--- src/rtl/fifo_pkg.sv ---
// Shared wrap-pointer arithmetic for the circular FIFO read and write handlers.
// Pointers are {wrap, addr}; both handlers call these functions so the wrap
// rules cannot drift apart between the two sides.
package fifo_pkg;

  localparam int unsigned FIFO_D     = 8;
  localparam int unsigned FIFO_DEPTH = 90;

  // Widest pointer the helpers handle; callers truncate results to their own width.
  localparam int unsigned PTR_MAX_W = 16;

  typedef logic [PTR_MAX_W-1:0] ptr_t;
  typedef logic [PTR_MAX_W:0]   cnt_t;

  // Wrap-aware increment: the address runs 0..depth-1, then returns to 0 and
  // the wrap bit (bit d-1) toggles.
  function automatic ptr_t ptr_next(input ptr_t ptr, input int unsigned depth,
                                    input int unsigned d);
    ptr_t wrap_bit;
    ptr_t addr_mask;
    wrap_bit  = ptr_t'(1) << (d - 1);
    addr_mask = wrap_bit - ptr_t'(1);
    if ((ptr & addr_mask) == ptr_t'(depth - 1))
      ptr_next = (ptr & wrap_bit) ^ wrap_bit;
    else
      ptr_next = ptr + ptr_t'(1);
  endfunction

  // Occupancy between a write and a read pointer, 0..depth. Computed one bit
  // wider than the pointer so the depth - r_addr + w_addr form cannot overflow.
  function automatic ptr_t ptr_count(input ptr_t wptr, input ptr_t rptr,
                                     input int unsigned depth, input int unsigned d);
    ptr_t wrap_bit;
    ptr_t addr_mask;
    cnt_t wa;
    cnt_t ra;
    cnt_t cnt;
    wrap_bit  = ptr_t'(1) << (d - 1);
    addr_mask = wrap_bit - ptr_t'(1);
    wa = {1'b0, wptr & addr_mask};
    ra = {1'b0, rptr & addr_mask};
    if ((wptr & wrap_bit) == (rptr & wrap_bit))
      cnt = wa - ra;
    else
      cnt = cnt_t'(depth) - ra + wa;
    ptr_count = cnt[PTR_MAX_W-1:0];
  endfunction

endpackage

--- src/rtl/write_handler_wrap_ptr_counter.sv ---
// Wrap-bit pointer register: advances by one entry on inc, wrapping the
// address at depth-1 and toggling the wrap bit.
module wrap_ptr_counter
  import fifo_pkg::*;
#(
  parameter int unsigned d     = FIFO_D,
  parameter int unsigned depth = FIFO_DEPTH
) (
  input  logic         clk,
  input  logic         rst,
  input  logic         inc,
  output logic [d-1:0] ptr
);

  logic [d-1:0] ptr_q;
  logic [d-1:0] ptr_d;

  // Next pointer: hold unless an increment is requested.
  always_comb begin
    ptr_d = ptr_q;
    if (inc)
      ptr_d = d'(ptr_next(ptr_t'(ptr_q), depth, d));
  end

  // Pointer register with synchronous reset to entry 0, wrap 0.
  always_ff @(posedge clk) begin
    if (rst)
      ptr_q <= '0;
    else
      ptr_q <= ptr_d;
  end

  assign ptr = ptr_q;

endmodule

--- src/rtl/write_handler.sv ---
// Write-side pointer and status logic for the circular FIFO.
// Optional build macro WRITE_HANDLER_OVERFLOW_EN: when defined, wr_overflow is
// a sticky flag set by any write attempted while full; otherwise it is tied 0.
module write_handler
  import fifo_pkg::*;
#(
  parameter int unsigned d        = FIFO_D,
  parameter int unsigned depth    = FIFO_DEPTH,
  parameter int unsigned af_level = depth - 2
) (
  input  logic         wrclk,
  input  logic         wrrst,
  input  logic         wren,
  input  logic [d-1:0] rdPtr,
  output logic [d-1:0] wrPtr,
  output logic [d-2:0] wr_addr,
  output logic         wr_strobe,
  output logic         fifo_full,
  output logic         fifo_almost_full,
  output logic [d-1:0] wr_count,
  output logic         wr_overflow
);

  localparam logic [d-1:0] AF_LVL = d'(af_level);

  logic [d-1:0] wr_ptr;
  logic         accept;

  wrap_ptr_counter #(
    .d     (d),
    .depth (depth)
  ) u_wr_ptr (
    .clk (wrclk),
    .rst (wrrst),
    .inc (accept),
    .ptr (wr_ptr)
  );

  // Flags and count are purely combinational from the current pointers, so a
  // read that frees space is seen by the write side in the following cycle.
  always_comb begin
    fifo_full        = (wr_ptr[d-1] != rdPtr[d-1]) && (wr_ptr[d-2:0] == rdPtr[d-2:0]);
    wr_count         = d'(ptr_count(ptr_t'(wr_ptr), ptr_t'(rdPtr), depth, d));
    fifo_almost_full = (wr_count >= AF_LVL);
    accept           = wren & ~fifo_full;
    wr_strobe        = accept;
    wr_addr          = wr_ptr[d-2:0];
    wrPtr            = wr_ptr;
  end

`ifdef WRITE_HANDLER_OVERFLOW_EN
  logic wr_overflow_q;
  logic wr_overflow_d;

  // Overflow sets on any write attempted while full and only reset clears it.
  always_comb begin
    wr_overflow_d = wr_overflow_q | (wren & fifo_full);
  end

  // Sticky overflow register.
  always_ff @(posedge wrclk) begin
    if (wrrst)
      wr_overflow_q <= 1'b0;
    else
      wr_overflow_q <= wr_overflow_d;
  end

  assign wr_overflow = wr_overflow_q;
`else
  assign wr_overflow = 1'b0;
`endif

endmodule

--- config.mk ---
export PLATFORM = sky130hd
export DESIGN_NAME = write_handler
export DESIGN_NICKNAME = d
export VERILOG_FILES = /design/src/rtl/fifo_pkg.sv /design/src/rtl/write_handler_wrap_ptr_counter.sv /design/src/rtl/write_handler.sv
export SDC_FILE = /design/constraint.sdc
export NUM_CORES = 1
export LEC_CHECK = 0
export CAP_MARGIN = 20
export CORE_MARGIN = 1.5
export CORE_UTILIZATION = 45
export CTS_BUF_LIST = sky130_fd_sc_hd__clkbuf_4
export DETAILED_ROUTE_END_ITERATION = 8
export PLACE_DENSITY = 0.85
export SYNTH_ARGS = -nofsm -noshare
export SYNTH_HDL_FRONTEND = slang
export SYNTH_HIERARCHICAL = 1
export SYNTH_SLANG_ARGS = --single-unit
--- constraint.sdc ---
create_clock -name wrclk -period 10.3 [get_ports wrclk]
set_clock_uncertainty 0.2 [all_clocks]
set_input_delay 3.09 -clock wrclk [delete_from_list [all_inputs] [get_ports wrclk]]
set_output_delay 3.09 -clock wrclk [all_outputs]
set_load 0.01 [all_outputs]
Figure 1. Layout detail.
Window x 2 to 27, y 30 to 55 µm. Cells in gray, sequential cells in the stronger gray; small squares are vias.
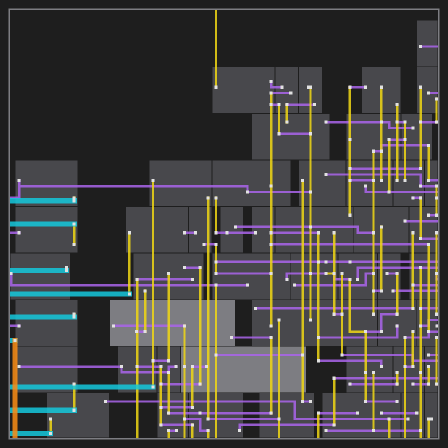
| color | layer |
|---|---|
| yellow | M2 |
| orange | M4 |
| purple | M1 |
| cyan | M3 |
most frequent: clkdlybuf4s50_1 (9), inv_1 (7), ha_1 (5)
netlist names of flops here include: u_wr_ptr/ptr (2)
sequential cells in the window: 2
cells with their middle in the window: 45

Figure 2. Placed cells, one color a class.
(6 px per µm)
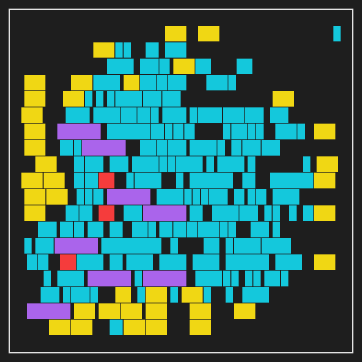
| color | class | cells |
|---|---|---|
| cyan | remaining logic cells | 147 |
| red | clock-net drivers | 3 |
| purple | sequential cells | 8 |
| yellow | remaining buffers and delay cells | 38 |
Core Util, Final: 0.608
core area: 2760 µm²
Seq area share: 0.0956
Design Area, Final: 1680 µm²
FP Rows: 19

==> results_dict.tcl <==
# implementation run metrics
set metrics [dict create \
    top_cell "inv_1" \
    yosys-stat-cells 165 \
    gp_congestion 0.785 \
    power.density_nw_per_um2 79.4 \
    adder_share 0.252 \
    p_int_uw 85.4 \
    end_kind "output port" \
    min_period_ns 9.62 \
    mi_logic_area_um2 958 \
    cts-root-buf "clkbuf_4" \
    warnings 35 \
    postSynthAreaPerCell_um2 7.95 \
    xor_share 0.0802 \
    top_area_frac 0.191 \
    hp-class "reg2reg" \
    drtIter0Drc 24 \
    drtPass1Iterations 4 \
    ys_sh_simple 0.198 \
    grt_pass1_vias 1107 \
    edf_count 0 \
    seq_cells 8 \
    die_w_um 57.0 \
    r2r-end "u_wr_ptr/ptr[7]" \
    crit_path_start_kind "input port" \
    clk_pin_slew_ns 0.05 \
    drive_above_1_share 0.0510 \
    largest_cell_class "combinational gates" \
    buffers 38 \
    largest_reg_flops 8 \
    final_cell_mix "36 x clkdlybuf4s50_1, 32 x inv_1, 20 x ha_1" \
    power_frac_comb 0.555 \
    yosysChipArea_um2 1310 \
    num-nonclk-inverters 32 \
    clock_path_buffers 2 \
    nClkBuffers 3 \
    wl_met3_um 141 \
    yosys-top-cells-count "32 x inv_1, 20 x ha_1, 12 x nand2_1, 9 x buf_4, 8 x dfxtp_1" \
    synth_area_um2 1310 \
    mostFrequentLayoutCell "clkdlybuf4s50_1" \
    drv_slew 0 \
    critPathMaxStageDelay_ns 0.48 \
    endpoint "fifo_almost_full" \
    path_class "in2out" \
    clk_share 0.0134 \
    p_seq_uw 35.8 \
    dp_hpwl_um 2250 \
    io_buffers 36 \
    ant_nets 0 \
    postCtsSetupRepairBufs 0 \
    bufAreaShareNonClock 0.224 \
    path_cells "clkdlybuf4s50_1 > inv_1 > ha_1 > inv_1 > ha_1 > inv_1 > fa_1 > nand2b_1 > o2bb2ai_1 > mux2i_1 > or3_4 > o21bai_1 > a21o_1 > clkdlybuf4s50_1" \
    dpl_cell_area_um2 1650 \
    die_y_um 57.0 \
    worst_pin_slew_ns 0.708 \
    tap_cells 31 \
    r2r_cells 7 \
    required_ns 7.01 \
    max_cap_violations 0 \
    grt-ovfl-total 0 \
    comb_share 0.572 \
    antennaDiodeCount 0 \
    p_seq_frac 0.269 \
    p_clk_uw 23.4 \
    leakagePower_nw 0.779 \
    flop_area_um2 160 \
    syn2layout_area_growth_pct 27.8 \
    max_slew_margin 0.525 \
    rsz0062_at_grt "no" \
    synthFlopType "dfxtp_1" \
    numCtsBuffers 3 \
    setup_slack_ns 0.683 \
    mux_share 0.0391 \
    setup_viol 0 \
    crit_cells 14 \
    antenna_found_initial 0 \
    p_comb_uw 73.8 \
    pre_cts_ws_ns 0.696 \
    finalClockPeriodUsage 0.934 \
    finalSetupTns_ns 0 \
    critPathArrivalTime_ns 6.33 \
    drt-met1-wl_um 1320 \
    synthesis.nets 200 \
    hold_ws_ns 0.400 \
    top_cells_by_area "ha_1 19%, dfxtp_1 12%, inv_1 9.2%" \
    cts_resized 0 \
    rr_startpoint "u_wr_ptr/ptr[7]" \
    route.met2.wl_um 1300 \
    cts.hold.buffers_added 0 \
    stdcell_count 227 \
    via_count 1188 \
    global_route.usage.met3 0.0363 \
    top_layer "met4" \
    swShare 0.358 \
    finalWirelength_um 2780 \
    clock.fmax_mhz 104 \
    min_to "u_wr_ptr/ptr[5]" \
    htree_levels 1 \
    hp-start "u_wr_ptr/ptr[5]" \
    synth_cells 165 \
    hold_violations 0 \
    chipArea_um2 3250 \
    yosys_warnings 6 \
    power.switching_uw 47.6 \
    grt_max_degree 12 \
    critPathSlowestCell "clkdlybuf4s50_1" \
    status "complete, no violations" \
    r2r_setup_slack_ns 7.74 \
    synthArstFlopShare 0 \
    placed_cells 224 \
    comb_cells 115 \
    drc 0 \
    ir_drop_mv 0.0707 \
    tritoncts "yes" \
    final.fill_count 247 \
    fp-utilization 0.475 \
    layout.nets 233 \
    vias_per_cell 5.23 \
    clk_latency_ns 0.25 \
    critPathBufInv 5 \
    top_area_cell "ha_1" \
    clock_sinks 8 \
    power_uw 133 \
    crit_top_cell "inv_1" \
    power_top_consumer "combinational cells" \
]
Figure 3. Track usage over the die.
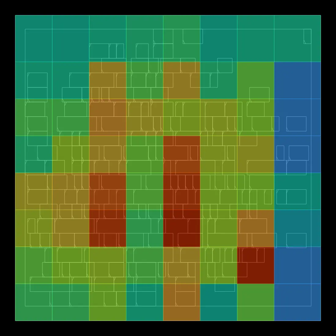
Total GRT Usage: 0.170
Wirelength per Cell: 12.2 µm
layer with the highest usage: met2
GR met2 Demand/Resource: 0.289
grt met1 use: 0.214

